<file path="src/rtl/osw_pkg.sv">
// -----------------------------------------------------------------------------
// osw_pkg
// Shared types and constants for out_sram_axi_writer and its sub-module.
//   osw_state_e : writer FSM states
//   AXI_*       : fixed AXI4 encodings driven by the writer
//   min3()      : smallest of three beat-count candidates
// -----------------------------------------------------------------------------
package osw_pkg;

    typedef enum logic [2:0] {
        IDLE,
        AW,
        W,
        B,
        DONE
    } osw_state_e;

    localparam logic [2:0] AXI_SIZE_4B    = 3'b010;
    localparam logic [1:0] AXI_BURST_INCR = 2'b01;
    localparam logic [1:0] AXI_RESP_OKAY  = 2'b00;

    // Burst length = min(words remaining, max burst, words left in 4 KB page).
    function automatic logic [15:0] min3(input logic [15:0] a,
                                         input logic [15:0] b,
                                         input logic [15:0] c);
        logic [15:0] m;
        m = (a < b) ? a : b;
        return (m < c) ? m : c;
    endfunction

endpackage

</file>
<file path="src/rtl/osw_fifo2.sv">
// -----------------------------------------------------------------------------
// osw_fifo2
// Two-entry FIFO that absorbs the one-cycle SRAM read latency between the
// prefetcher and the AXI W channel. Push and pop may occur in the same cycle.
// The writer never pushes into a full FIFO, so no overflow guard is needed.
//   clk_i, rst_ni : clock, synchronous active-low reset (empties the FIFO)
//   push_i/data_i : write one entry
//   pop_i         : discard head entry
//   data_o        : head entry (valid when count_o != 0)
//   count_o       : number of stored entries (0..2)
// -----------------------------------------------------------------------------
module osw_fifo2 #(
    parameter int unsigned DW = 32
) (
    input  logic          clk_i,
    input  logic          rst_ni,
    input  logic          push_i,
    input  logic [DW-1:0] data_i,
    input  logic          pop_i,
    output logic [DW-1:0] data_o,
    output logic [1:0]    count_o
);

    logic [DW-1:0] mem_q [2];
    logic          wr_q;
    logic          rd_q;
    logic [1:0]    cnt_q;

    // NOTE: storage has no reset; only pointers and count need a known state.
    always_ff @(posedge clk_i) begin
        if (push_i) begin
            mem_q[wr_q] <= data_i;
        end
    end

    // NOTE: sequential state uses <= so all flops sample pre-edge values.
    always_ff @(posedge clk_i) begin
        if (!rst_ni) begin
            wr_q  <= 1'b0;
            rd_q  <= 1'b0;
            cnt_q <= 2'd0;
        end else begin
            if (push_i) wr_q <= ~wr_q;
            if (pop_i)  rd_q <= ~rd_q;
            cnt_q <= cnt_q + {1'b0, push_i} - {1'b0, pop_i};
        end
    end

    assign data_o  = mem_q[rd_q];
    assign count_o = cnt_q;

endmodule

</file>
<file path="src/rtl/out_sram_axi_writer.sv">
// -----------------------------------------------------------------------------
// out_sram_axi_writer
// AXI4 write initiator that copies len_words 32-bit words from the local
// output SRAM (starting at word src_addr) to system memory at byte address
// dst_addr, using INCR bursts that never cross a 4 KB boundary.
//
// Ports:
//   CLK, RSTn            : clock, synchronous active-low reset
//   start                : one-cycle request pulse, honoured only when idle
//   src_addr, dst_addr,
//   len_words            : transfer descriptor
//   busy, done, err      : status (err sticky until the next accepted start)
//   sram_a, sram_do      : SRAM read port, data one cycle after address
//   AW*, W*, B*          : AXI4 write channels (initiator side)
//
// Optional build macro OSW_PERF_CNT_EN adds perf_stall / perf_cycles
// counters (stalled handshake cycles and busy cycles of the last transfer).
// -----------------------------------------------------------------------------
module out_sram_axi_writer
    import osw_pkg::*;
#(
    parameter int unsigned MAX_BEATS = 16,
    parameter int unsigned SRAM_AW   = 12,
    parameter logic [3:0]  AXI_ID    = 4'd0
) (
    input  logic               CLK,
    input  logic               RSTn,
    input  logic               start,
    input  logic [SRAM_AW-1:0] src_addr,
    input  logic [31:0]        dst_addr,
    input  logic [15:0]        len_words,
    output logic               busy,
    output logic               done,
    output logic               err,
    output logic [SRAM_AW-1:0] sram_a,
    input  logic [31:0]        sram_do,
    output logic [3:0]         AWID,
    output logic [31:0]        AWADDR,
    output logic [3:0]         AWLEN,
    output logic [2:0]         AWSIZE,
    output logic [1:0]         AWBURST,
    output logic               AWVALID,
    input  logic               AWREADY,
    output logic [31:0]        WDATA,
    output logic [3:0]         WSTRB,
    output logic               WLAST,
    output logic               WVALID,
    input  logic               WREADY,
    input  logic [3:0]         BID,
    input  logic [1:0]         BRESP,
    input  logic               BVALID,
    output logic               BREADY
`ifdef OSW_PERF_CNT_EN
    ,
    output logic [31:0]        perf_stall,
    output logic [31:0]        perf_cycles
`endif
);

    osw_state_e         state_q;
    logic [SRAM_AW-1:0] rd_ptr_q;
    logic [31:0]        dst_q;
    logic [15:0]        rem_q;
    logic [4:0]         beats_q;
    logic [4:0]         fetched_q;
    logic [4:0]         beat_idx_q;
    logic               inflight_q;
    logic               busy_q;
    logic               done_q;
    logic               err_q;
    logic               awvalid_q;
    logic               bready_q;
    logic [31:0]        awaddr_q;
    logic [3:0]         awlen_q;

    logic [31:0]        fifo_head;
    logic [1:0]         fifo_count;
    logic               w_valid;
    logic               w_last;
    logic               w_fire;
    logic [2:0]         occ_after_pop;
    logic               rd_issue;

    logic [31:0]        nxt_dst;
    logic [15:0]        nxt_rem;
    logic [15:0]        page_room;
    logic [4:0]         nxt_beats;

    // BID is not needed (single ID); dst_addr[1:0] is forced to word alignment.
    logic               unused_in;
    assign unused_in = ^{BID, dst_addr[1:0]};

    // W beats are only offered after the AW handshake of their burst.
    assign w_valid = (state_q == W) && (fifo_count != 2'd0);
    assign w_last  = w_valid && (beat_idx_q == beats_q - 5'd1);
    assign w_fire  = w_valid && WREADY;

    // Occupancy counted after this cycle's pop so a full-rate stream keeps
    // exactly one word in flight and one in the FIFO.
    assign occ_after_pop = {1'b0, fifo_count} + {2'b00, inflight_q} - {2'b00, w_fire};
    assign rd_issue      = ((state_q == AW) || (state_q == W)) &&
                           (fetched_q < beats_q) && (occ_after_pop < 3'd2);

    // Descriptor of the next burst: from the start inputs when idle, or
    // advanced past the burst just acknowledged when in B.
    always_comb begin
        // NOTE: every always_comb output gets a default first, so no latch.
        nxt_dst = {dst_addr[31:2], 2'b00};
        nxt_rem = len_words;
        if (state_q == B) begin
            nxt_dst = dst_q + {25'd0, beats_q, 2'b00};
            nxt_rem = rem_q - {11'd0, beats_q};
        end
        page_room = 16'd1024 - {6'd0, nxt_dst[11:2]};
        nxt_beats = 5'(min3(nxt_rem, 16'(MAX_BEATS), page_room));
    end

    osw_fifo2 #(.DW(32)) u_fifo (
        .clk_i   (CLK),
        .rst_ni  (RSTn),
        .push_i  (inflight_q),
        .data_i  (sram_do),
        .pop_i   (w_fire),
        .data_o  (fifo_head),
        .count_o (fifo_count)
    );

    always_ff @(posedge CLK) begin
        if (!RSTn) begin
            state_q    <= IDLE;
            rd_ptr_q   <= '0;
            dst_q      <= '0;
            rem_q      <= '0;
            beats_q    <= '0;
            fetched_q  <= '0;
            beat_idx_q <= '0;
            inflight_q <= 1'b0;
            busy_q     <= 1'b0;
            done_q     <= 1'b0;
            err_q      <= 1'b0;
            awvalid_q  <= 1'b0;
            bready_q   <= 1'b0;
            awaddr_q   <= '0;
            awlen_q    <= '0;
        end else begin
            done_q     <= 1'b0;
            inflight_q <= rd_issue;
            if (rd_issue) begin
                rd_ptr_q  <= rd_ptr_q + {{(SRAM_AW-1){1'b0}}, 1'b1};
                fetched_q <= fetched_q + 5'd1;
            end

            case (state_q)
                IDLE: begin
                    if (start) begin
                        err_q    <= 1'b0;
                        rd_ptr_q <= src_addr;
                        dst_q    <= nxt_dst;
                        rem_q    <= nxt_rem;
                        if (len_words == 16'd0) begin
                            state_q <= DONE;
                            done_q  <= 1'b1;
                        end else begin
                            state_q    <= AW;
                            busy_q     <= 1'b1;
                            awvalid_q  <= 1'b1;
                            awaddr_q   <= nxt_dst;
                            awlen_q    <= 4'(nxt_beats - 5'd1);
                            beats_q    <= nxt_beats;
                            fetched_q  <= '0;
                            beat_idx_q <= '0;
                        end
                    end
                end
                AW: begin
                    if (AWREADY) begin
                        awvalid_q <= 1'b0;
                        state_q   <= W;
                    end
                end
                W: begin
                    if (w_fire) begin
                        beat_idx_q <= beat_idx_q + 5'd1;
                        if (w_last) begin
                            state_q  <= B;
                            bready_q <= 1'b1;
                        end
                    end
                end
                B: begin
                    if (BVALID) begin
                        bready_q <= 1'b0;
                        if (BRESP != AXI_RESP_OKAY) err_q <= 1'b1;
                        dst_q <= nxt_dst;
                        rem_q <= nxt_rem;
                        if (nxt_rem == 16'd0) begin
                            state_q <= DONE;
                            done_q  <= 1'b1;
                            busy_q  <= 1'b0;
                        end else begin
                            state_q    <= AW;
                            awvalid_q  <= 1'b1;
                            awaddr_q   <= nxt_dst;
                            awlen_q    <= 4'(nxt_beats - 5'd1);
                            beats_q    <= nxt_beats;
                            fetched_q  <= '0;
                            beat_idx_q <= '0;
                        end
                    end
                end
                DONE: begin
                    state_q <= IDLE;
                end
                default: begin
                    state_q <= IDLE;
                end
            endcase
        end
    end

`ifdef OSW_PERF_CNT_EN
    logic [31:0] perf_stall_q;
    logic [31:0] perf_cycles_q;

    always_ff @(posedge CLK) begin
        if (!RSTn) begin
            perf_stall_q  <= '0;
            perf_cycles_q <= '0;
        end else if ((state_q == IDLE) && start) begin
            perf_stall_q  <= '0;
            perf_cycles_q <= '0;
        end else begin
            if ((w_valid && !WREADY) || (awvalid_q && !AWREADY)) begin
                perf_stall_q <= perf_stall_q + 32'd1;
            end
            if (busy_q) begin
                perf_cycles_q <= perf_cycles_q + 32'd1;
            end
        end
    end

    assign perf_stall  = perf_stall_q;
    assign perf_cycles = perf_cycles_q;
`endif

    assign busy    = busy_q;
    assign done    = done_q;
    assign err     = err_q;
    assign sram_a  = rd_ptr_q;
    assign AWID    = AXI_ID;
    assign AWADDR  = awaddr_q;
    assign AWLEN   = awlen_q;
    assign AWSIZE  = AXI_SIZE_4B;
    assign AWBURST = AXI_BURST_INCR;
    assign AWVALID = awvalid_q;
    assign WDATA   = fifo_head;
    assign WSTRB   = 4'hF;
    assign WLAST   = w_last;
    assign WVALID  = w_valid;
    assign BREADY  = bready_q;

endmodule

</file>
<file path="config.mk">
export PLATFORM = sky130hd
export DESIGN_NAME = out_sram_axi_writer
export DESIGN_NICKNAME = d
export VERILOG_FILES = /design/src/rtl/osw_pkg.sv /design/src/rtl/osw_fifo2.sv /design/src/rtl/out_sram_axi_writer.sv
export SDC_FILE = /design/constraint.sdc
export NUM_CORES = 1
export LEC_CHECK = 0
export ABC_CLOCK_PERIOD_IN_PS = 7400
export CAP_MARGIN = 20
export CORE_MARGIN = 8
export CORE_UTILIZATION = 55
export CTS_CLUSTER_SIZE = 8
export DETAILED_ROUTE_END_ITERATION = 16
export PLACE_DENSITY = 0.83
export SETUP_SLACK_MARGIN = 0.3
export SLEW_MARGIN = 25
export SYNTH_ARGS = -nofsm -noshare
export SYNTH_HDL_FRONTEND = slang
export SYNTH_SLANG_ARGS = --single-unit
export TNS_END_PERCENT = 1
</file>
<file path="constraint.sdc">
create_clock -name CLK -period 7.4 [get_ports CLK]
set_input_delay 0.74 -clock CLK [delete_from_list [all_inputs] [get_ports CLK]]
set_output_delay 0.74 -clock CLK [all_outputs]
set_load 0.02 [all_outputs]
</file>
clock_nets.png
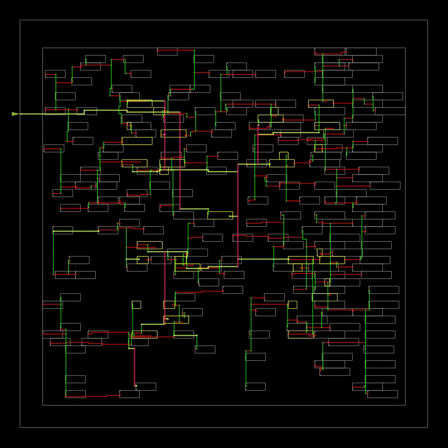
# clock sinks: 189
worst-skew pair later-pin latency: 0.43 ns

m4.png
Supply wires on this layer in grey.
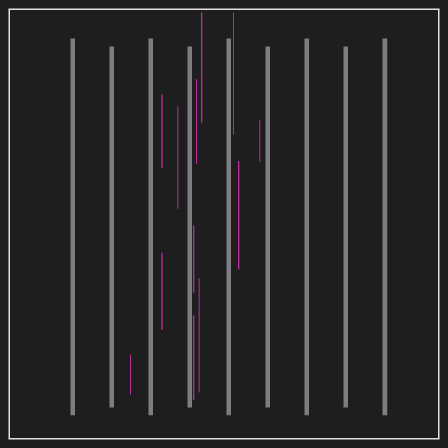
- nets with wire on the layer: 9
- main direction: vertical
- wire length on this layer: 354 µm
- longest straight run: 42.2 µm
routed wire length: 26000 µm
vias: 8367

==> impl_metrics.py <==
# Physical implementation metrics
metrics = {
    "timing": {
        "hold_viol_final": 0,
        "finalClockSkew_ns": 0.00827,
        "worstMarginPinSlew_ns": 1.05,
    },
    "power_and_ir_drop": {
        "maxPowerGroup": "registers",
        "power_frac_seq_pct": 42.0,
        "total_power_mw": 3.04,
        "power_frac_comb_pct": 28.2,
        "switching_share_pct": 33.3,
        "p_int_mw": 2.03,
    },
    "floorplan": {
        "ioPinCount": 204,
        "die_h_um": 149,
        "core_area_um2": 17300,
    },
    "detailed_routing": {
        "antenna_left": 0,
        "drc": 0,
        "avgViaCountPerCell": 5.78,
        "drt_pre_antenna_iters": 5,
    },
    "logic_synthesis": {
        "yosysMostFrequentCell": "dfxtp_1",
        "yosysCellCount": 1044,
        "xor_share_pct": 5.77,
        "async_reset_ff_share_pct": 0,
        "simple_gate_share_pct": 18.2,
        "top_cells_by_count": "dfxtp_1 (125), nand2_1 (119), nor2_1 (114)",
    },
    "place": {
        "post-place-cells": 1416,
        "placed_area_um2": 11700,
    },
    "critical_path": {
        "rr_endpoint": "AWLEN[2]$_SDFFE_PN0P_",
        "crit_arrival_ns": 6.24,
        "critPathLaunchType": "register",
        "r2r-start": "beats_q[0]$_SDFFE_PN0P_",
        "critPathRequiredTime_ns": 7.73,
    },
    "final_layout": {
        "drive_gt1_share_pct": 7.69,
        "flop_area_um2": 4420,
        "design_area_um2": 12300,
        "nNetsFinal": 1349,
    },
    "hold_path": {
        "hold_end": "AWADDR[26]$_SDFFE_PN0P_",
        "hold_path_depth": 2,
    },
    "clock_network": {
        "root_buffer": "clkbuf_16",
    },
    "grt": {
        "overflow": 0,
    },
    "outcome": {
        "status": "finished, final reports clean",
    },
}
## flip-flops by register name, summed over array words and instances (netlist names), named ones only
name            count
beat_idx_q          5
sram_a             12
rem_q              16
inflight_q          1
BREADY              1
busy                1
u_fifo.rd_q         1
done                1
beats_q             5
AWADDR             32
u_fifo.count_o      2
state_q             3
dst_q              32
u_fifo.wr_q         1
AWVALID             1
AWLEN               4
err                 1
fetched_q           5
u_fifo.mem_q       64
## worst max path at each step
| stage | end | slack, ns | cells past startpoint |
|---|---|---|---|
| floorplan | AWLEN[2]$_SDFFE_PN0P_ | 2.55 | 26 |
| global placement | AWLEN[2]$_SDFFE_PN0P_ | 1.74 | 24 |
| detailed placement | AWLEN[2]$_SDFFE_PN0P_ | 1.59 | 24 |
| CTS | AWLEN[2]$_SDFFE_PN0P_ | 1.53 | 24 |
| global route | AWLEN[2]$_SDFFE_PN0P_ | 1.09 | 24 |
| finish | AWLEN[2]$_SDFFE_PN0P_ | 1.49 | 24 |
## cells in the final DEF, fill, tap and decap left out, drive strengths merged, types with 9 or more instances in the layout
cell           count
xnor2             31
ha                32
nor4              10
clkbuf            17
inv               39
o211ai            12
mux2i             16
nand4             17
clkdlybuf4s50    184
o21ai             43
conb              19
buf               15
nand2            120
mux2              32
nor3              20
dfxtp            125
and3              13
nand3             26
edfxtp            64
a31oi              9
xor2              33
or3               11
a21oi             75
o31ai             11
a211oi            28
nor2             114
## final cells by class
type | instances | area share [%]
clock buffers | 17 | 3.46
well taps | 225 | 2.29
inverters | 31 | 0.947
multi-input cells | 772 | 40.2
repair buffers | 199 | 15.9
clock inverters | 15 | 1.20
flip-flops and latches | 189 | 36.0
## per-layer routing
metal	routed length (µm)	global-route usage, %
met1	11700	31.0
met2	11900	36.9
met3	2040	4.82
met4	353	6.36
met5	0	0
